$ cat src/rtl/latch_bank.sv
// Double-buffered bank of CHANNELS WIDTH-bit registers. Loads are staged
// per channel in shadow registers; one commit strobe publishes every pending channel at once.
module latch_bank #(
    parameter int WIDTH    = 8,
    parameter int CHANNELS = 4,
    parameter int SEL_W    = 2,
    parameter int COUNT_W  = 8
) (
    input  logic                      clk,
    input  logic                      rst,
    input  logic                      load,
    input  logic [SEL_W-1:0]          sel,
    input  logic [WIDTH-1:0]          data,
    input  logic                      commit,
    output logic [CHANNELS*WIDTH-1:0] out,
    output logic [CHANNELS-1:0]       pending,
    output logic                      done,
    output logic                      err,
    output logic [COUNT_W-1:0]        commit_count
);

    // One extra bit so CHANNELS == 2**SEL_W still compares correctly.
    localparam logic [SEL_W:0] CH_LIM = (SEL_W+1)'(CHANNELS);

    logic sel_ok;
    logic load_ok;
    logic eff_commit;

    assign sel_ok     = ({1'b0, sel} < CH_LIM);
    assign load_ok    = load & sel_ok;
    assign eff_commit = commit & (|pending);

    for (genvar k = 0; k < CHANNELS; k++) begin : g_ch
        logic             hit;
        logic             pend_r;
        logic [WIDTH-1:0] shadow_r;
        logic [WIDTH-1:0] out_r;

        assign hit = load_ok && (sel == SEL_W'(k));

        // Commit consumes the pre-edge shadow; a same-cycle load then refills
        // the shadow and keeps the channel pending.
        always_ff @(posedge clk) begin
            if (rst) begin
                pend_r   <= 1'b0;
                shadow_r <= '0;
                out_r    <= '0;
            end else begin
                if (commit && pend_r) begin
                    out_r <= shadow_r;
                end
                if (hit) begin
                    shadow_r <= data;
                    pend_r   <= 1'b1;
                end else if (commit) begin
                    pend_r <= 1'b0;
                end
            end
        end

        assign pending[k]              = pend_r;
        assign out[k*WIDTH +: WIDTH]   = out_r;
    end

    always_ff @(posedge clk) begin
        if (rst) begin
            done         <= 1'b0;
            err          <= 1'b0;
            commit_count <= '0;
        end else begin
            done <= eff_commit;
            err  <= load & ~sel_ok;
            if (eff_commit) begin
                commit_count <= commit_count + COUNT_W'(1);
            end
        end
    end

endmodule

$ cat config.mk
export PLATFORM = sky130hd
export DESIGN_NAME = latch_bank
export DESIGN_NICKNAME = d
export VERILOG_FILES = /design/src/rtl/latch_bank.sv
export SDC_FILE = /design/constraint.sdc
export NUM_CORES = 1
export LEC_CHECK = 0
export ABC_AREA = 1
export CAP_MARGIN = 0
export CORE_MARGIN = 2
export CORE_UTILIZATION = 45
export CTS_CLUSTER_SIZE = 30
export DETAILED_ROUTE_END_ITERATION = 6
export PLACE_DENSITY = 0.72
export SKIP_CTS_REPAIR_TIMING = 1
export SYNTH_ARGS = -nofsm -noshare
export SYNTH_HDL_FRONTEND = slang
export SYNTH_SLANG_ARGS = --single-unit
export TNS_END_PERCENT = 20
$ cat constraint.sdc
create_clock -name clk -period 1.8 [get_ports clk]
set_clock_uncertainty 0.15 [all_clocks]
set_input_delay 0.36 -clock clk [delete_from_list [all_inputs] [get_ports clk]]
set_output_delay 0.36 -clock clk [all_outputs]
set_load 0.005 [all_outputs]
run_1/met1.png
Bar = 20 microns. Supply wires on this layer in gray.
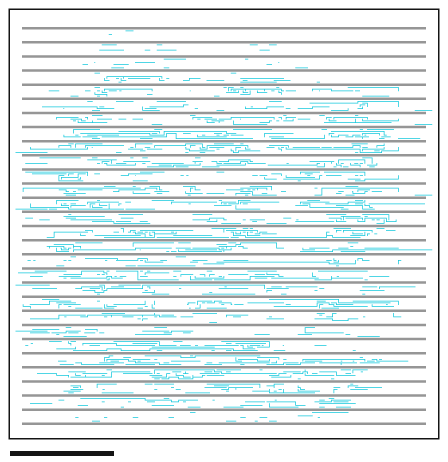
396 nets have wire on it. The layer carries 2870 microns of wire. The longest straight run is 23.5 microns.
number of vias in the routed layout: 2413
Final Routed Wirelength: 6220 microns
global routing met1 resource utilization: 0.243

run_1/met2.png
Cells faint in the background.
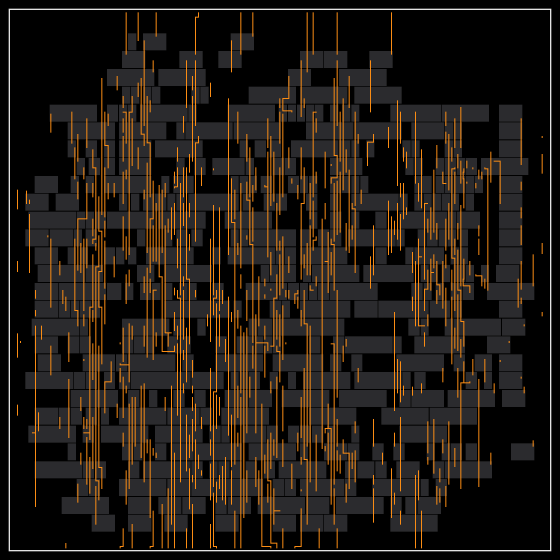
The longest straight run is 36.9 microns. The layer holds 48% of the routed length. 337 nets have wire on it.

run_1/met3.png
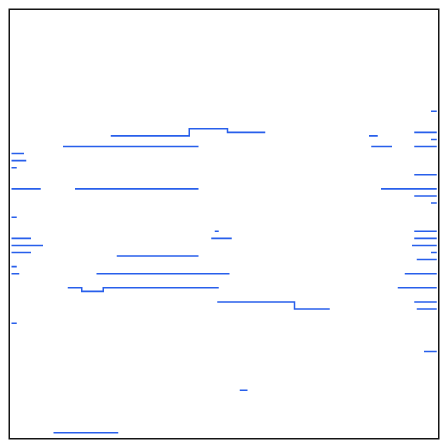
The layer carries 291 microns of wire. The wires run mostly horizontal. 36 nets have wire on it. The longest straight run is 25.8 microns. The layer holds 4.7% of the routed length.
global-route track usage on met3: 0.0587

run_1/wire_density.png
The die is cut into 16 by 16 equal tiles; dark blue is low, red is high, scaled to the fullest tile. Values are wire area over tile area, all layers added.
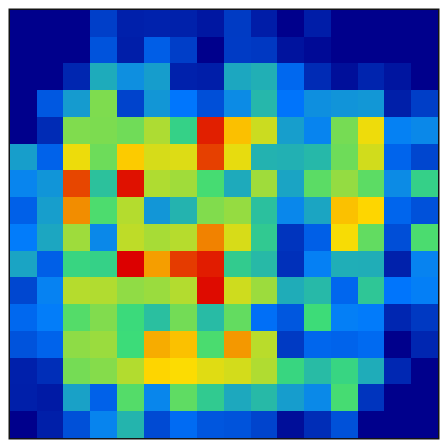
The densest ninth of the die: middle. 11% of the tiles are nearly empty. The emptiest ninth of the die: top right. The fullest tile reaches 0.41.

==> run 1: stage by stage <==
stage / util / setup WS (ns)
finish: 0.625 / 0.0365
global route: 0.625 / 0.00325
detailed placement: 0.590 / -0.0156
CTS: 0.624 / -0.0329
global placement: 0.590 / 0.00319
floorplan: - / 0.538
==> run 1: synthesized netlist by cell type (all sizes together) <==
library cell,n,area (sq um)
a21oi,40,200
buf,11,71.3
clkbuf,5,18.8
conb,1,3.75
dfxtp,77,1540
ha,1,12.5
inv,31,116
nand2,29,111
nand3,5,25.0
nor2,83,314
nor3,1,5.00
o21ai,67,335
xor2,1,8.76
==> run 1: sequential cells by signal, summed over array words and instances (netlist names) <==
name           cells
done               1
g_ch.pend_r        4
commit_count       8
g_ch.shadow_r     32
g_ch.out_r        32
==> run 1: power groups by stage <==
| stage | combinational (mW) | clock [mW] | sequential [mW] |
|---|---|---|---|
| global placement | 0.283 | 0 | 1.84 |
| finish | 0.291 | 1.30 | 1.80 |
| floorplan | 0.137 | 0 | 1.83 |
| detailed placement | 0.291 | 0 | 1.84 |
| CTS | 0.292 | 1.33 | 1.80 |
| global route | 0.325 | 1.39 | 1.81 |
==> run 1: kinds of logic (layout without fill, tap and decap cells) <==
family,count (synthesis),in the layout
AND-OR/OR-AND,107,107
XOR/XNOR,1,1
flip-flops,77,77
buffers and inverters,47,115
AND/OR/NAND/NOR,118,118
adder cells (fa/ha/maj),1,1
other,1,1
==> run 1: metal layers <==
metal | vias up | GRT usage | share of wire
li1 | 1264 | - | -
met1 | 1088 | 0.243 | 0.46
met2 | 53 | 0.346 | 0.48
met3 | 8 | 0.0587 | 0.047
met4 | 0 | 0.0650 | 0.014
met5 | - | 0 | 0
==> report_table.html, run 1 <==
<h2>Synthesis and place &amp; route</h2>
<table>
<tr><th>Metric</th><th>Value</th></tr>
<tr><th colspan="2">CTS</th></tr>
<tr><td>CTS tree</td><td>built</td></tr>
<tr><td>H-tree depth</td><td>3</td></tr>
<tr><td>Clock tree sinks</td><td>77</td></tr>
<tr><td>Maximum clock path buffer count</td><td>2</td></tr>
<tr><td>Clock-pin slew reported for the worst setup and hold paths after clock tree synthesis</td><td>roughly 0.080 ns</td></tr>
<tr><th colspan="2">Power</th></tr>
<tr><td>Power share of the combinational group</td><td>0.086</td></tr>
<tr><td>Total power consumption of the routed design</td><td>~3.4 mW</td></tr>
<tr><td>Switch Pwr</td><td>0.779 mW</td></tr>
<tr><td>Register share of total power</td><td>0.531</td></tr>
<tr><td>VDD IR max</td><td>around 0.69 mV</td></tr>
<tr><td>Clk pwr share</td><td>0.383</td></tr>
<tr><td>P_leak</td><td>~1.5 nW</td></tr>
<tr><td>PwrDens</td><td>just over 900 mW/mm^2</td></tr>
<tr><th colspan="2">Setup path</th></tr>
<tr><td>Type of destination of the critical path</td><td>output pin</td></tr>
<tr><td>Worst Setup SP</td><td>g_ch[1].pend_r$_SDFFE_PP0P_</td></tr>
<tr><td>Critical Path Stages</td><td>1</td></tr>
<tr><td>CP peak stage delay</td><td>approximately 0.53 ns</td></tr>
<tr><td>Worst Path Buf+Inv</td><td>1</td></tr>
<tr><td>Worst path top cell family by delay</td><td>buffers and inverters</td></tr>
<tr><td>Beginning of the worst register-to-register path</td><td>commit_count[1]$_SDFFE_PP0P_</td></tr>
<tr><td>Cell with the biggest individual delay on the critical path</td><td>sky130_fd_sc_hd__clkdlybuf4s50_1</td></tr>
<tr><td>Internal reg-to-reg setup slack</td><td>about 0.48 ns</td></tr>
<tr><td>Worst EP arrival</td><td>1.25 ns</td></tr>
<tr><th colspan="2">Detailed routing</th></tr>
<tr><td>Total iterations of the first detailed-routing run</td><td>4</td></tr>
<tr><td>Drt wl/cell</td><td>roughly 13 microns</td></tr>
<tr><th colspan="2">STA</th></tr>
<tr><td>Number of endpoints with negative hold slack in the final report</td><td>0</td></tr>
<tr><td>FMAX</td><td>between 500 and 600 MHz</td></tr>
<tr><td>Unrepaired setup endpoints after global routing</td><td>false</td></tr>
<tr><td>Worst hold margin</td><td>0.302 ns</td></tr>
<tr><th colspan="2">Yosys</th></tr>
<tr><td>Flip-flop and latch count after synthesis</td><td>between 70 and 80</td></tr>
<tr><td>Mux cell area share after synthesis</td><td>0</td></tr>
<tr><td>Total number of yosys warnings</td><td>0</td></tr>
<tr><td>Cells in synth_stat.txt</td><td>roughly 350</td></tr>
<tr><td>Largest logic family</td><td>AND-OR/OR-AND gates</td></tr>
<tr><td>Number of distinct library cells after synthesis</td><td>18</td></tr>
<tr><td>Parity-gate share of the synthesized area counting xor and xnor cells</td><td>0.00317</td></tr>
<tr><td>Yosys adder share</td><td>0.00453</td></tr>
<tr><th colspan="2">Die</th></tr>
<tr><td>Die ar.</td><td>around 0.0068 sq mm</td></tr>
<tr><td>Width of the chip</td><td>just over 80 microns</td></tr>
<tr><td>Die H</td><td>82.4 microns</td></tr>
<tr><td>Floorplan core density</td><td>0.467</td></tr>
<tr><td>Placement row count</td><td>28</td></tr>
<tr><th colspan="2">Final layout</th></tr>
<tr><td>Final nets</td><td>about 430</td></tr>
<tr><td>Sequential standard cell area</td><td>0.00155 sq mm</td></tr>
<tr><td>Clock tree cell share of total cell area</td><td>0.0538</td></tr>
<tr><td>Fraction of area in registers</td><td>0.419</td></tr>
<tr><td>Number of diodes added for antenna fixing</td><td>0</td></tr>
<tr><td>FILL cells</td><td>around 540</td></tr>
<tr><td>Number of sequential storage elements</td><td>around 77</td></tr>
<tr><td>Count of non-CTS inverters in the layout</td><td>31</td></tr>
<tr><td>Final cell area excluding filler cells</td><td>approximately 0.0037 sq mm</td></tr>
<tr><th colspan="2">Hold path</th></tr>
<tr><td>Cells on Worst Hold Path</td><td>2</td></tr>
<tr><td>Sink of the worst hold path</td><td>g_ch[1].shadow_r[4]$_SDFFE_PP0P_</td></tr>
<tr><td>Hold path startpoint</td><td>g_ch[1].shadow_r[4]$_SDFFE_PP0P_</td></tr>
<tr><th colspan="2">Global routing</th></tr>
<tr><td>Maximum number of pins on one net before global-route repair</td><td>40</td></tr>
<tr><td>All-Layer GR Usage</td><td>0.202</td></tr>
<tr><td>Wire length of the first global-routing pass</td><td>10300 microns</td></tr>
<tr><td>Antenna violations before repair</td><td>0</td></tr>
<tr><th colspan="2">Status</th></tr>
<tr><td>Result of the run</td><td>completed</td></tr>
<tr><th colspan="2">Run</th></tr>
<tr><td>Max Cap Violations</td><td>0</td></tr>
<tr><th colspan="2">Placed design</th></tr>
<tr><td>Half-perimeter wire length of the detailed placement result</td><td>about 4400 microns</td></tr>
<tr><td>Count of buffers from port buffering</td><td>slightly below 60</td></tr>
</table>
==> run 2, diff against run 1 <==
--- a/config.mk
+++ b/config.mk
@@ -6,12 +6,12 @@
 export NUM_CORES = 1
 export LEC_CHECK = 0
 export ABC_AREA = 1
-export CAP_MARGIN = 0
+export CAP_MARGIN = 10
 export CORE_MARGIN = 2
-export CORE_UTILIZATION = 45
+export CORE_UTILIZATION = 40
 export CTS_CLUSTER_SIZE = 30
 export DETAILED_ROUTE_END_ITERATION = 6
-export PLACE_DENSITY = 0.72
+export PLACE_DENSITY = 0.65
 export SKIP_CTS_REPAIR_TIMING = 1
 export SYNTH_ARGS = -nofsm -noshare
 export SYNTH_HDL_FRONTEND = slang
run_2/met3.png
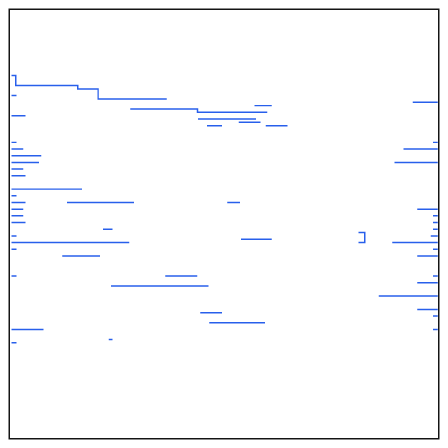
The layer carries 307 microns of wire. 49 nets have wire on it. The wires run mostly horizontal.
Final Routed Wirelength: 6160 microns
number of vias in the routed layout: 2436
global-route track usage on met3: 0.0531

==> report_table.html, run 2 <==
<h2>Synthesis and place &amp; route</h2>
<table>
<tr><th>Metric</th><th>Value</th></tr>
<tr><th colspan="2">Status</th></tr>
<tr><td>Result of the run</td><td>completed</td></tr>
<tr><th colspan="2">Setup path</th></tr>
<tr><td>Critical path required time</td><td>1.29 ns</td></tr>
<tr><td>Worst Path Buf+Inv</td><td>1</td></tr>
<tr><td>Internal reg-to-reg setup slack</td><td>~0.42 ns</td></tr>
<tr><td>Cell with the biggest individual delay on the critical path</td><td>sky130_fd_sc_hd__clkdlybuf4s50_1</td></tr>
<tr><td>Worst path top cell family by delay</td><td>buffers and inverters</td></tr>
<tr><td>Beginning of the worst register-to-register path</td><td>commit_count[0]$_SDFFE_PP0P_</td></tr>
<tr><td>Type of destination of the critical path</td><td>output pin</td></tr>
<tr><td>Worst EP arrival</td><td>1.23 ns</td></tr>
<tr><th colspan="2">STA</th></tr>
<tr><td>Number of endpoints with negative hold slack in the final report</td><td>0</td></tr>
<tr><td>FMAX</td><td>575 MHz</td></tr>
<tr><td>Worst hold margin</td><td>~0.30 ns</td></tr>
<tr><td>Post-route setup slack</td><td>0.0597 ns</td></tr>
<tr><td>Unrepaired setup endpoints after global routing</td><td>false</td></tr>
<tr><th colspan="2">Final layout</th></tr>
<tr><td>Final nets</td><td>around 430</td></tr>
<tr><td>Most used logic cell in the final layout</td><td>sky130_fd_sc_hd__nor2_1</td></tr>
<tr><td>Number of diodes added for antenna fixing</td><td>0</td></tr>
<tr><td>Post-layout utilization of the core</td><td>0.539</td></tr>
<tr><td>Largest registers</td><td>g_ch.out_r (32), g_ch.shadow_r (32), commit_count (8)</td></tr>
<tr><th colspan="2">Power</th></tr>
<tr><td>PwrDens</td><td>slightly below 900 mW/mm^2</td></tr>
<tr><td>VDD IR max</td><td>between 0.4 and 0.5 mV</td></tr>
<tr><td>P_leak</td><td>approximately 1.4 nW</td></tr>
<tr><th colspan="2">Detailed routing</th></tr>
<tr><td>Total iterations of the first detailed-routing run</td><td>4</td></tr>
<tr><td>Drc violations</td><td>0</td></tr>
<tr><th colspan="2">Global routing</th></tr>
<tr><td>Antenna violations before repair</td><td>0</td></tr>
<tr><td>Wire length of the first global-routing pass</td><td>around 10000 microns</td></tr>
<tr><td>Maximum number of pins on one net before global-route repair</td><td>around 40</td></tr>
<tr><th colspan="2">CTS</th></tr>
<tr><td>H-tree depth</td><td>3</td></tr>
<tr><td>Clock tree sinks</td><td>between 70 and 80</td></tr>
<tr><td>CTS tree</td><td>built</td></tr>
<tr><td>Clock-pin slew reported for the worst setup and hold paths after clock tree synthesis</td><td>roughly 0.070 ns</td></tr>
<tr><td>Maximum clock path buffer count</td><td>2</td></tr>
<tr><th colspan="2">Placed design</th></tr>
<tr><td>Count of buffers from port buffering</td><td>~58</td></tr>
<tr><td>Post-placement worst setup slack</td><td>-0.0619 ns</td></tr>
<tr><td>Last weighted congestion value of the routability-driven placer</td><td>slightly below 0.8</td></tr>
<tr><th colspan="2">Die</th></tr>
<tr><td>Floorplan core density</td><td>0.409</td></tr>
<tr><td>Width of the chip</td><td>just under 90 microns</td></tr>
<tr><td>Placement row count</td><td>30</td></tr>
<tr><td>Die ar.</td><td>approximately 0.0076 sq mm</td></tr>
<tr><th colspan="2">Hold path</th></tr>
<tr><td>Hold path startpoint</td><td>g_ch[1].shadow_r[2]$_SDFFE_PP0P_</td></tr>
<tr><td>Sink of the worst hold path</td><td>g_ch[1].shadow_r[2]$_SDFFE_PP0P_</td></tr>
<tr><td>Cells on Worst Hold Path</td><td>2</td></tr>
<tr><th colspan="2">Yosys</th></tr>
<tr><td>Cell with the most instances after synthesis</td><td>sky130_fd_sc_hd__nor2_1</td></tr>
<tr><td>Cell taking the most area after synthesis</td><td>sky130_fd_sc_hd__dfxtp_1</td></tr>
<tr><td>Area leader share</td><td>0.558</td></tr>
<tr><td>Parity-gate share of the synthesized area counting xor and xnor cells</td><td>0.00317</td></tr>
<tr><td>Cells in synth_stat.txt</td><td>~350</td></tr>
<tr><td>Total number of yosys warnings</td><td>0</td></tr>
<tr><td>Area contributors post-synth</td><td>sky130_fd_sc_hd__dfxtp_1, sky130_fd_sc_hd__o21ai_0, sky130_fd_sc_hd__nor2_1, sky130_fd_sc_hd__a21oi_1, sky130_fd_sc_hd__inv_1</td></tr>
<tr><td>Post-synth ARST share</td><td>0</td></tr>
<tr><td>Flip-flops with a built-in enable</td><td>0</td></tr>
<tr><td>Flip-flop and latch count after synthesis</td><td>just under 80</td></tr>
<tr><td>Synth top cells by count</td><td>sky130_fd_sc_hd__nor2_1, sky130_fd_sc_hd__dfxtp_1, sky130_fd_sc_hd__o21ai_0</td></tr>
<tr><td>Yosys adder share</td><td>0.00453</td></tr>
<tr><td>Number of distinct library cells after synthesis</td><td>18</td></tr>
<tr><th colspan="2">Run</th></tr>
<tr><td>Max Cap Violations</td><td>0</td></tr>
</table>
run_2/final_congestion.png
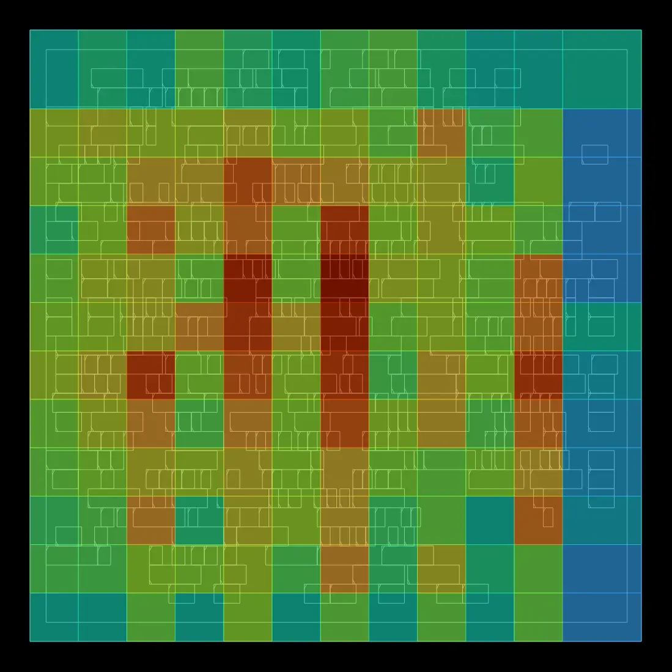
GR Util met2: 0.257
global routing met1 resource utilization: 0.246
most heavily used metal layer in global routing: met2
drt wl/cell: 12.3 microns
All-Layer GR Usage: 0.177

run 2: cell counts after synthesis:
No cell type changed its count.
run 2: where the power goes:
group | total (mW) | internal [mW] | switching [mW]
Combinational | 0.284 | 0.136 | 0.148
Clock | 1.09 | 0.528 | 0.566
Sequential | 1.80 | 1.77 | 0.0314
run 2: how the worst max path moves through the flow:
| stage | from | to | slack (ns) | cells after the start |
|---|---|---|---|---|
| after CTS | commit_count[2]$_SDFFE_PP0P_ | commit_count[2] | -0.02 | 1 |
| final | g_ch[3].pend_r$_SDFFE_PP0P_ | pending[3] | 0.06 | 1 |
| after global placement | commit | commit_count[6]$_SDFFE_PP0P_ | -0.05 | 6 |
| after detailed placement | commit | commit_count[6]$_SDFFE_PP0P_ | -0.06 | 6 |
| after floorplan | commit_count[1]$_SDFFE_PP0P_ | commit_count[6]$_SDFFE_PP0P_ | 0.54 | 7 |
| after global routing | commit_count[0]$_SDFFE_PP0P_ | commit_count[0] | 0.004 | 1 |
run 2: area by class of cell:
| cell class | count | area [sq um] |
|---|---|---|
| clock buffer | 13 | 149 |
| clock inverter | 2 | 10.0 |
| fill | 661 | 3110 |
| inverter | 31 | 116 |
| multi-input combinational | 228 | 1020 |
| sequential | 77 | 1550 |
| tap | 80 | 100 |
| timing repair buffer | 69 | 701 |
run 2: per-stage QoR:
step | setup TNS, ns | area [sq um] | cells | total power, mW
floorplan | 0 | 2760 | 352 | 1.97
CTS | -0.0242 | 3630 | 500 | 3.21
detailed placement | -0.280 | 3470 | 485 | 2.12
finish | 0 | 3640 | 500 | 3.18
global placement | -0.107 | 3470 | 485 | 2.12
global route | 0 | 3640 | 500 | 3.35
run 2: metal layers:
layer  wire [microns]  share of wire
met1             3130           0.51
met2             2640           0.43
met3              307          0.050
met5                0              0
met4               84          0.014
Power is estimated from default activity; no workload was simulated.
